<file path="src/rtl/multiplier_factor_search_pkg.sv">
// multiplier_factor_pkg: shared state encoding, enumeration bounds and sweep-size helper.
package multiplier_factor_pkg;
  typedef enum logic [2:0] {IDLE, LOAD, MUL, CMP, FIN} state_e;
  localparam int A_MIN = 2;
  localparam int B_MIN = 2;
  function automatic int sweep_count(input int a_w, input int b_w);
    return ((1 << a_w) - A_MIN) * ((1 << b_w) - B_MIN);
  endfunction
endpackage

</file>
<file path="src/rtl/multiplier_factor_search_if.sv">
// multiplier_factor_search_if: request/result bundle between a requester and the factor search.
interface multiplier_factor_search_if #(
  parameter int A_W = 4,
  parameter int B_W = 3
);
  localparam int P_W = A_W + B_W;
  logic           start;
  logic [P_W-1:0] target;
  logic           busy;
  logic           done;
  logic           found;
  logic [A_W-1:0] a_out;
  logic [B_W-1:0] b_out;
  modport master (output start, target, input busy, done, found, a_out, b_out);
  modport slave (input start, target, output busy, done, found, a_out, b_out);
endinterface

</file>
<file path="src/rtl/multiplier_factor_search_mul.sv">
// shift_add_mul: B_W-cycle shift-add multiplier; valid marks the final accumulate cycle.
module shift_add_mul #(
  parameter int A_W = 4,
  parameter int B_W = 3
) (
  input  logic               clk,
  input  logic               rst,
  input  logic               load,
  input  logic [A_W-1:0]     a,
  input  logic [B_W-1:0]     b,
  output logic [A_W+B_W-1:0] acc,
  output logic               valid
);
  localparam int P_W = A_W + B_W;
  localparam int C_W = $clog2(B_W + 1);
  logic [P_W-1:0] acc_q;
  logic [P_W-1:0] mcand_q;
  logic [B_W-1:0] mplier_q;
  logic [C_W-1:0] cnt_q;
  logic           run_q;
  assign valid = run_q && cnt_q == C_W'(B_W - 1);
  assign acc = acc_q;
  always_ff @(posedge clk) begin
    if (rst) begin
      acc_q <= '0;
      mcand_q <= '0;
      mplier_q <= '0;
      cnt_q <= '0;
      run_q <= 1'b0;
    end else if (load) begin
      acc_q <= '0;
      mcand_q <= P_W'(a);
      mplier_q <= b;
      cnt_q <= '0;
      run_q <= 1'b1;
    end else if (run_q) begin
      acc_q <= acc_q + (mplier_q[0] ? mcand_q : '0);
      mcand_q <= mcand_q << 1;
      mplier_q <= mplier_q >> 1;
      cnt_q <= cnt_q + C_W'(1);
      run_q <= !valid;
    end
  end
endmodule

</file>
<file path="src/rtl/multiplier_factor_search.sv">
// multiplier_factor_search: a-major/b-minor factor sweep for a target N.
// FACTOR_SEARCH_PRUNE_EN skips the rest of a row once the product exceeds N.
import multiplier_factor_pkg::*;
module multiplier_factor_search #(
  parameter int A_W = 4,
  parameter int B_W = 3
) (
  input logic                        clk,
  input logic                        rst,
  multiplier_factor_search_if.slave  bus
);
  localparam int P_W = A_W + B_W;
  state_e         state_q;
  logic [P_W-1:0] target_q;
  logic [A_W-1:0] a_q;
  logic [B_W-1:0] b_q;
  logic           busy_q;
  logic           done_q;
  logic           found_q;
  logic [A_W-1:0] a_out_q;
  logic [B_W-1:0] b_out_q;
  logic [P_W-1:0] acc;
  logic           valid;
  logic           load;
  logic           hit;
  logic           over;
  logic           b_more;
  logic           a_more;
  assign load = state_q == LOAD;
  // acc is stable after MUL, so hit is still meaningful in FIN
  assign hit = acc == target_q;
`ifdef FACTOR_SEARCH_PRUNE_EN
  assign over = acc > target_q;
`else
  assign over = 1'b0;
`endif
  assign b_more = !over && !(&b_q);
  assign a_more = !(&a_q);
  shift_add_mul #(.A_W(A_W), .B_W(B_W)) u_mul (
    .clk   (clk),
    .rst   (rst),
    .load  (load),
    .a     (a_q),
    .b     (b_q),
    .acc   (acc),
    .valid (valid)
  );
  always_ff @(posedge clk) begin
    if (rst) begin
      state_q <= IDLE;
      target_q <= '0;
      a_q <= '0;
      b_q <= '0;
      busy_q <= 1'b0;
      done_q <= 1'b0;
      found_q <= 1'b0;
      a_out_q <= '0;
      b_out_q <= '0;
    end else begin
      case (state_q)
        IDLE: begin
          done_q <= 1'b0;
          if (bus.start) begin
            target_q <= bus.target;
            a_q <= A_W'(A_MIN);
            b_q <= B_W'(B_MIN);
            found_q <= 1'b0;
            a_out_q <= '0;
            b_out_q <= '0;
            busy_q <= 1'b1;
            state_q <= LOAD;
          end
        end
        LOAD: state_q <= MUL;
        MUL: if (valid) state_q <= CMP;
        CMP: begin
          if (hit) state_q <= FIN;
          else if (b_more) begin
            b_q <= b_q + 1'b1;
            state_q <= LOAD;
          end else if (a_more) begin
            a_q <= a_q + 1'b1;
            b_q <= B_W'(B_MIN);
            state_q <= LOAD;
          end else state_q <= FIN;
        end
        FIN: begin
          busy_q <= 1'b0;
          done_q <= 1'b1;
          found_q <= hit;
          a_out_q <= hit ? a_q : '0;
          b_out_q <= hit ? b_q : '0;
          state_q <= IDLE;
        end
        default: state_q <= IDLE;
      endcase
    end
  end
  assign bus.busy = busy_q;
  assign bus.done = done_q;
  assign bus.found = found_q;
  assign bus.a_out = a_out_q;
  assign bus.b_out = b_out_q;
endmodule

</file>
<file path="src/flat_wrapper.sv">
// flat-port wrapper written by rule: the top's interface ports become plain ports
module multiplier_factor_search_flat 
#(
  parameter int A_W = 4,
  parameter int B_W = 3
)
  (clk, rst, bus_start, bus_target, bus_busy, bus_done, bus_found, bus_a_out, bus_b_out);
  multiplier_factor_search_if #(.A_W(A_W), .B_W(B_W)) bus_i ();
  input logic clk;
  input logic rst;
  input wire logic [$bits(bus_i.start)-1:0] bus_start;
  input wire logic [$bits(bus_i.target)-1:0] bus_target;
  output wire logic [$bits(bus_i.busy)-1:0] bus_busy;
  output wire logic [$bits(bus_i.done)-1:0] bus_done;
  output wire logic [$bits(bus_i.found)-1:0] bus_found;
  output wire logic [$bits(bus_i.a_out)-1:0] bus_a_out;
  output wire logic [$bits(bus_i.b_out)-1:0] bus_b_out;
  assign bus_i.start = bus_start;
  assign bus_i.target = bus_target;
  assign bus_busy = bus_i.busy;
  assign bus_done = bus_i.done;
  assign bus_found = bus_i.found;
  assign bus_a_out = bus_i.a_out;
  assign bus_b_out = bus_i.b_out;
  multiplier_factor_search #(.A_W(A_W), .B_W(B_W)) u_core (.clk(clk), .rst(rst), .bus(bus_i));
endmodule
</file>
<file path="config.mk">
export PLATFORM = sky130hd
export DESIGN_NAME = multiplier_factor_search_flat
export DESIGN_NICKNAME = d
export VERILOG_FILES = /design/src/rtl/multiplier_factor_search_pkg.sv /design/src/rtl/multiplier_factor_search_if.sv /design/src/rtl/multiplier_factor_search_mul.sv /design/src/rtl/multiplier_factor_search.sv /design/src/flat_wrapper.sv
export SDC_FILE = /design/constraint.sdc
export NUM_CORES = 1
export LEC_CHECK = 0
export CAP_MARGIN = 20
export CORE_MARGIN = 2
export CORE_UTILIZATION = 51
export DETAILED_ROUTE_END_ITERATION = 10
export PLACE_DENSITY = 0.81
export SLEW_MARGIN = 20
export SYNTH_ARGS = -nofsm -noshare
export SYNTH_HDL_FRONTEND = slang
export SYNTH_HIERARCHICAL = 1
export SYNTH_SLANG_ARGS = --single-unit
</file>
<file path="constraint.sdc">
create_clock -name clk -period 1.75 [get_ports clk]
set_input_delay 0.2625 -clock clk [delete_from_list [all_inputs] [get_ports clk]]
set_output_delay 0.2625 -clock clk [all_outputs]
set_load 0.02 [all_outputs]
</file>
==> images/pinout.png <==
Pins as bars across the die edge, other pins in grey.
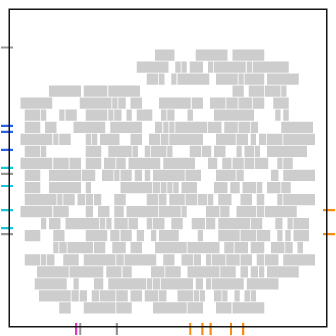
legend:
  magenta:
    port: bus_start
    pins: 1
    direction: input
    edge: bottom
  orange:
    port: bus_target
    pins: 7
    direction: input
    edge: 5 bottom, 2 right
  cyan:
    port: bus_a_out
    pins: 4
    direction: output
    edge: left
  blue:
    port: bus_b_out
    pins: 3
    direction: output
    edge: left
all pins by edge: 10 left, 8 bottom, 2 right
Die X: 71.4 um
I/O Buffers: 19
Die H: 71.4 um

==> images/clock_wires.png <==
Scale bar: 20 um.
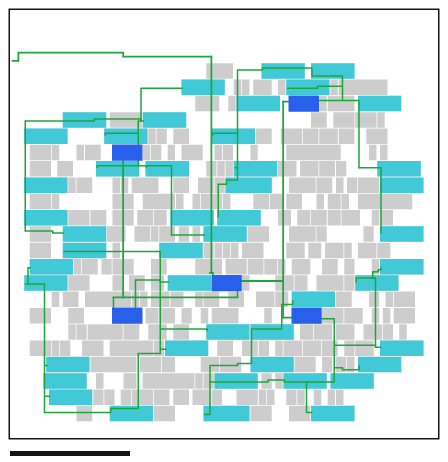
legend:
  blue:
    item: clock-net drivers
    count: 5
  cyan:
    item: flip-flops
    count: 47
  green:
    item: clock wires
    length: 592 um
routed clock nets: 6
flops lie: widely spread
Clock Power: 0.609 mW
Insertion Delay late pin: 300 ps
Clock Power Share: 29.1%
clock skew: 4.31 ps

==> run summary <==
impl run done, here's what came out: Finished Cell Area 2730 um^2, Final Max Slew Viols 0, Final WS setup -144 ps, chip footprint 5090 um^2, met3 wire length 206 um, worst-case clock buffer depth 2, Critical Path RT 1930 ps, violated checks negative setup slack, Synth Warn # 6, tool warnings 29, CP Max Fanout 5, Min-Delay Startpoint u_core/target_q[5]$_SDFFE_PP0P_, status finished, violations left, total net switching power 0.571 mW, GRT Max-Usage Layer met2, Rows 24, CP Capture Type flop, post_cts resized 3, vias in the first global route 1800, depth of the worst hold-timing path 2, r2r setup slk -140 ps, Overflow after GRT 0, Commonest flop dfxtp_1, Final setup violation count 1, Comb pwr share 16.1%, global-route met1 utilization 24.8%, area fraction in compound gates 18.1%, WL final 4870 um, total power 2.09 mW, share of cells above drive strength 1 15.2%, worst slew pin tran 522 ps, cycle use final 108%, Peak VDD IR 0.000452 V, post-CTS setup buffers 0, Worst path slowest cell fa_2, M3 GR Usage 3.52%, switching share of total power 27.3%, dpl cell area 2620 um^2, largest power group registers, top area contributor share 40.6%, Flops after synth 47
==> images/ff_map.png <==
Other sequential cells in the stronger grey, the rest of the logic in the fainter grey.
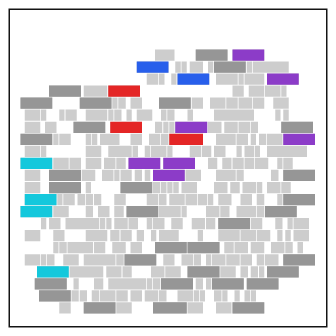
legend:
  blue:
    signal: u_core/u_mul/cnt_q
    sequential_cells: 2
  red:
    signal: u_core/u_mul/mplier_q
    sequential_cells: 3
  purple:
    signal: u_core/u_mul/mcand_q
    sequential_cells: 7
  cyan:
    signal: u_core/bus.a_out
    sequential_cells: 4
Flop+latch power: 1.15 mW
Storage cell area: 943 um^2
Final Core Density: 62.7%
sequential share of cell area: 34.6%

==> images/clock_nets.png <==
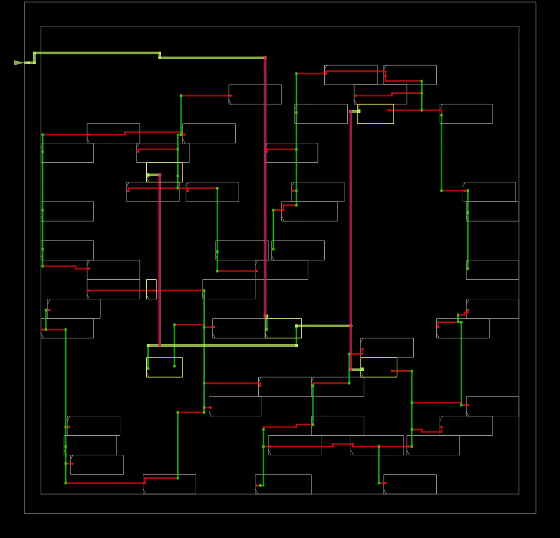
clock buffer count in the final layout: 6
clock sinks: 47
FFs & Latches: 47

-- worst min-delay path: stages (launching register included) --
cell and delay, ps:
dfxtp_1 330, nand2_1 50, a21oi_1 50
-- area by class of cell --
cell class                 count  area, um^2
inverter                       6        22.5
tap                           52        65.1
multi-input combinational    186        1300
sequential                    47         943
clock buffer                   6        72.6
fill                         354        1620
timing repair buffer          37         325
-- sequential cells by signal, summed over array words and instances, names as in the netlist, 3 cells and up --
name,cells
u_core/bus.a_out,4
u_core/u_mul/mcand_q,7
u_core/b_q,3
u_core/a_q,4
u_core/bus.b_out,3
u_core/state_q,3
u_core/u_mul/acc,7
u_core/target_q,7
u_core/u_mul/mplier_q,3
Power figures rest on the tool's default switching activity, not on a simulated workload.
